File: src/rtl/pwm_ramp_sequencer.sv
// Run-time controller for the three-phase PWM core: core reset/enable sequencing,
// duty target handshake, period-aligned soft start/stop ramps and fault latching.
module pwm_ramp_sequencer #(
    parameter int DW             = 8,
    parameter int STEP           = 1,
    parameter int TICKS_PER_STEP = 4,
    parameter int START_DUTY     = 0
) (
    input  logic          clk,
    input  logic          rst_n,
    input  logic          start,
    input  logic          stop,
    input  logic          fault,
    input  logic          fault_clr,
    input  logic [DW-1:0] tgt_duty,
    input  logic          tgt_valid,
    output logic          tgt_ready,
    output logic [DW-1:0] duty_out,
    output logic          pwm_en,
    output logic          pwm_rst,
    output logic          at_target,
    output logic          fault_latched,
    output logic [2:0]    state
);
    // state | meaning
    // IDLE  | core held in reset, targets still accepted
    // ARM   | one cycle: release reset, load START_DUTY, align phase
    // RAMP  | slewing duty toward target at step points
    // RUN   | duty equals target, held
    // STOP  | slewing duty to zero, then back to IDLE
    // FAULT | core forced off until fault_clr with fault low
    typedef enum logic [2:0] {
        S_IDLE  = 3'd0,
        S_ARM   = 3'd1,
        S_RAMP  = 3'd2,
        S_RUN   = 3'd3,
        S_STOP  = 3'd4,
        S_FAULT = 3'd5
    } state_t;

    localparam int TW = (TICKS_PER_STEP > 1) ? $clog2(TICKS_PER_STEP) : 1;
    localparam logic [TW-1:0] TICK_LAST  = TW'(TICKS_PER_STEP - 1);
    localparam logic [DW:0]   STEP_W     = (DW+1)'(STEP);
    localparam logic [DW-1:0] START_W    = DW'(START_DUTY);

    state_t         st;
    logic [DW-1:0]  target;
    logic [DW-1:0]  phase;
    logic [TW-1:0]  tick;

    logic           accept;
    logic           period_tick;
    logic           step_pt;
    logic [TW-1:0]  tick_next;
    logic [DW-1:0]  ramp_tgt;
    logic [DW:0]    cur_w, tgt_w, gap, mv, sum;
    logic [DW-1:0]  duty_step;
    logic [DW-1:0]  duty_after;

    assign state       = st;
    assign accept      = tgt_valid & tgt_ready;
    assign period_tick = pwm_en & (phase == '1);
    assign step_pt     = period_tick & (tick == TICK_LAST);

    always_comb begin
        ramp_tgt = '0;
        if (st != S_STOP)
            ramp_tgt = accept ? tgt_duty : target;
        cur_w = {1'b0, duty_out};
        tgt_w = {1'b0, ramp_tgt};
        gap   = (tgt_w >= cur_w) ? (tgt_w - cur_w) : (cur_w - tgt_w);
        mv    = (gap < STEP_W) ? gap : STEP_W;
        sum   = (tgt_w >= cur_w) ? (cur_w + mv) : (cur_w - mv);
        // mv never exceeds the gap, so the carry bit is only a guard
        duty_step  = sum[DW] ? '1 : sum[DW-1:0];
        duty_after = step_pt ? duty_step : duty_out;
        tick_next  = tick;
        if (step_pt)
            tick_next = '0;
        else if (period_tick)
            tick_next = tick + TW'(1);
    end

    always_ff @(posedge clk) begin
        if (!rst_n) begin
            st            <= S_IDLE;
            duty_out      <= '0;
            target        <= '0;
            phase         <= '0;
            tick          <= '0;
            pwm_en        <= 1'b0;
            pwm_rst       <= 1'b1;
            tgt_ready     <= 1'b1;
            at_target     <= 1'b0;
            fault_latched <= 1'b0;
        end else begin
            if (pwm_en)
                phase <= phase + DW'(1);
            if (fault) begin
                st            <= S_FAULT;
                pwm_en        <= 1'b0;
                pwm_rst       <= 1'b1;
                duty_out      <= '0;
                target        <= '0;
                tgt_ready     <= 1'b0;
                at_target     <= 1'b0;
                fault_latched <= 1'b1;
            end else begin
                case (st)
                    S_IDLE: begin
                        if (accept)
                            target <= tgt_duty;
                        if (start && !stop && !fault_latched) begin
                            st       <= S_ARM;
                            pwm_rst  <= 1'b0;
                            duty_out <= START_W;
                            phase    <= '0;
                            tick     <= '0;
                        end
                    end
                    S_ARM: begin
                        pwm_en <= 1'b1;
                        phase  <= '0;
                        if (stop) begin
                            st     <= S_STOP;
                            target <= '0;
                        end else begin
                            st <= S_RAMP;
                            if (accept)
                                target <= tgt_duty;
                        end
                    end
                    S_RAMP: begin
                        if (stop) begin
                            st     <= S_STOP;
                            target <= '0;
                            tick   <= '0;
                        end else begin
                            if (accept)
                                target <= tgt_duty;
                            tick <= tick_next;
                            if (step_pt)
                                duty_out <= duty_step;
                            if (duty_after == ramp_tgt) begin
                                st        <= S_RUN;
                                at_target <= 1'b1;
                                tick      <= '0;
                            end
                        end
                    end
                    S_RUN: begin
                        if (stop) begin
                            st        <= S_STOP;
                            target    <= '0;
                            tick      <= '0;
                            at_target <= 1'b0;
                        end else if (accept) begin
                            target <= tgt_duty;
                            if (tgt_duty != duty_out) begin
                                st        <= S_RAMP;
                                at_target <= 1'b0;
                                tick      <= '0;
                            end
                        end
                    end
                    S_STOP: begin
                        if (duty_out == '0) begin
                            st      <= S_IDLE;
                            pwm_en  <= 1'b0;
                            pwm_rst <= 1'b1;
                        end else begin
                            tick <= tick_next;
                            if (step_pt) begin
                                duty_out <= duty_step;
                                if (duty_step == '0) begin
                                    st      <= S_IDLE;
                                    pwm_en  <= 1'b0;
                                    pwm_rst <= 1'b1;
                                end
                            end
                        end
                    end
                    S_FAULT: begin
                        if (fault_clr) begin
                            st            <= S_IDLE;
                            fault_latched <= 1'b0;
                            tgt_ready     <= 1'b1;
                        end
                    end
                    default: st <= S_IDLE;
                endcase
            end
        end
    end
endmodule

File: config.mk
export PLATFORM = sky130hd
export DESIGN_NAME = pwm_ramp_sequencer
export DESIGN_NICKNAME = d
export VERILOG_FILES = /design/src/rtl/pwm_ramp_sequencer.sv
export SDC_FILE = /design/constraint.sdc
export NUM_CORES = 1
export LEC_CHECK = 0
export CAP_MARGIN = 20
export CORE_ASPECT_RATIO = 2
export CORE_MARGIN = 4
export CORE_UTILIZATION = 35
export CTS_CLUSTER_SIZE = 14
export DETAILED_ROUTE_END_ITERATION = 8
export MAX_ROUTING_LAYER = met4
export SLEW_MARGIN = 30
export SYNTH_ARGS = -nofsm -noshare
export SYNTH_HDL_FRONTEND = slang
export SYNTH_SLANG_ARGS = --single-unit
File: constraint.sdc
create_clock -name clk -period 8.94 [get_ports clk]
set_clock_uncertainty 0.1 [all_clocks]
set_input_delay 0.894 -clock clk [delete_from_list [all_inputs] [get_ports clk]]
set_output_delay 0.894 -clock clk [all_outputs]
set_load 0.02 [all_outputs]
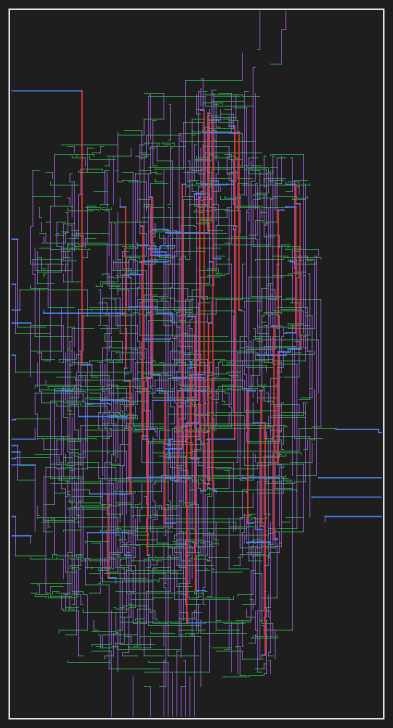
**Above:** run 1 (routed metal, one colour a layer).
Key: met1 = green [wire length 4040 µm]; met3 = blue [wire length 371 µm]; met4 = red [wire length 1100 µm]; met2 = purple [wire length 6320 µm]
GRT Total Usage: 0.219
final wirelength: 11.8 mm

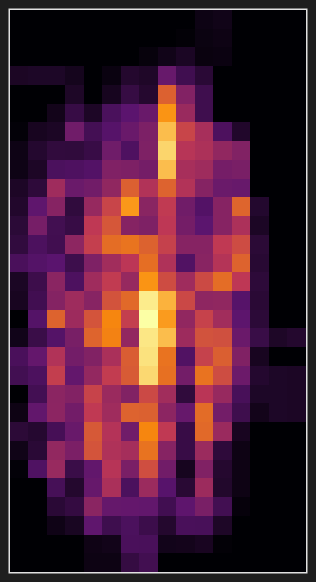
**Above:** run 1 (signal metal coverage by tile).
16 x 30 tiles, from black (low) to pale yellow (high), scaled to the fullest tile. Values are wire area over tile area, all layers added.
The mean over all tiles is 0.17. The emptiest ninth of the die: top right. The densest ninth of the die: middle. 29% of the tiles are nearly empty. 15% of the tiles are over half the peak.

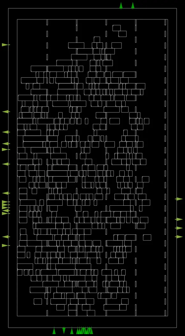
**Above:** run 1 (placement view).
FP Rows: 51
Seq area share: 0.169

==> notes.md, run 1 <==
run metrics: status finished, final reports clean, Lkg Pwr 1.65 nW, Power Clock 202 µW, chip area 0.0117 mm², largest registers duty_out: 8 flops, phase: 8 flops, target: 8 flops, Inserted Diodes 0, largest net degree at the start of global routing 17, max-slew violations 0, design area 0.00403 mm², Synth warnings 0, met3 Use GR 0.0175, internal power 387 µW, EDFF count, synth 0, Complex Gates by Area 0.262, CP Depth 25, PD cells 153 mW/mm², Mapped Area 0.00349 mm², reg2reg end tick[1], most numerous logic cell after layout nor2_1, P_sw 228 µW, Post-Layout Cell Count 603
**Run 1: cell classes on the final placement**

Bar = 20 µm. Fill, decap, tap and diode cells in grey.
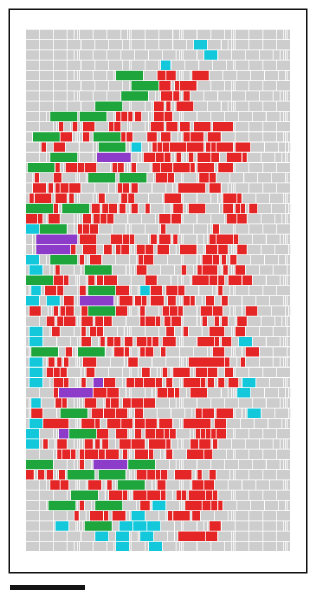

==> inputs of run 2 (changes only) <==
CORE_UTILIZATION = 40   (was 35)
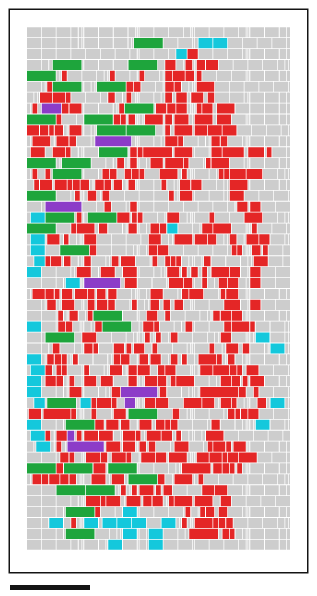
**Above:** run 2 (cell classes on the final placement).
Bar = 20 µm. Fill, decap, tap and diode cells in grey.
Key: other buffers and delay cells = cyan [cells 35, share of their area 8.8%]; clock drivers and dummy loads = purple [cells 8, share of their area 3.9%]; flip-flops = green [cells 34, share of their area 18%]; all other logic = red [cells 394, share of their area 70%]

==> run 2 against run 1 <==
Sequential cell count is the same. Total power shrank 4.3%. Sequential share of layout area grew 0.25 points. Die size shrank 12%. Routed wire length shrank 0.96%. Count of clock-buffer cells in the layout grew 1. First-iteration DRC count grew 44%. Global-route usage grew 2.6 points. Critical endpoint unchanged. Final area shrank 1.5%. Core utilization grew 5.0 points.
==> notes.md, run 2 <==
run metrics: most instantiated library cell after synthesis nor2_1, design area 0.00398 mm² (-1.5%), Complex Gates by Area 0.262 (unchanged), FP Rows 48 (-5.9%), largest net degree at the start of global routing 16 (-1), reg2reg end tick[1], max-slew violations 0 (unchanged), Hold Buf Count CTS 0, status finished, final reports clean, PD cells 148 mW/mm² (-2.8%), Setup WS post-layout between 0.5 and 0.6 ns, internal power 366 µW (-5.4%), chip area 0.0104 mm² (-12%), crit path buf inv count 2, Mapped Area 0.00349 mm² (unchanged), Synth warnings 0 (unchanged), top layer in use met4, P_sw 223 µW (-2.4%), CP max stage delay 0.76 ns, M2 GR Usage 0.451, met3 Use GR 0.0180 (+0.000427), Mapped Cells 446, GRT met1 Usage 0.232, Seq. pwr 164 µW, Post-Layout Cell Count 571 (-5.3%), most numerous logic cell after layout nor2_1, crit path from tgt_valid, depth of the worst hold-timing path 1, drt pass-1 iters 4, port bufs 30, Die Ht approximately 140 µm, CP Depth 25 (unchanged), Max clock buf depth 2, largest registers duty_out: 8 flops, phase: 8 flops, target: 8 flops, EDFF count, synth 0 (unchanged), Lkg Pwr 1.64 nW (-0.20%), Power Clock 176 µW (-13%), Seq area share 0.171 (+0.00250)
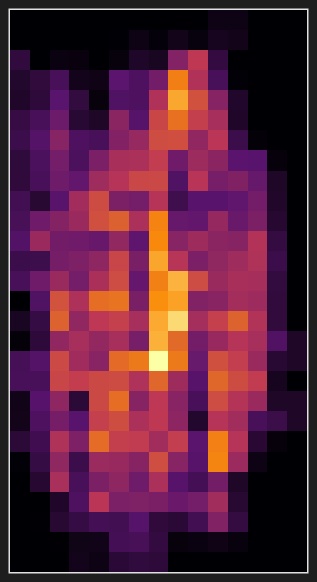
**Above:** run 2 (signal metal coverage by tile).
15 x 28 tiles, from black (low) to pale yellow (high), scaled to the fullest tile. Values are wire area over tile area, all layers added.
The mean over all tiles is 0.18. The emptiest ninth of the die: top right. 22% of the tiles are nearly empty. The fullest tile reaches 0.68. The densest ninth of the die: middle. 16% of the tiles are over half the peak.
vias: 3480
DR WL/cell: 20.5 µm
final wirelength: 11.7 mm
GRT Total Usage: 0.245

Power is estimated from default activity; no workload was simulated.
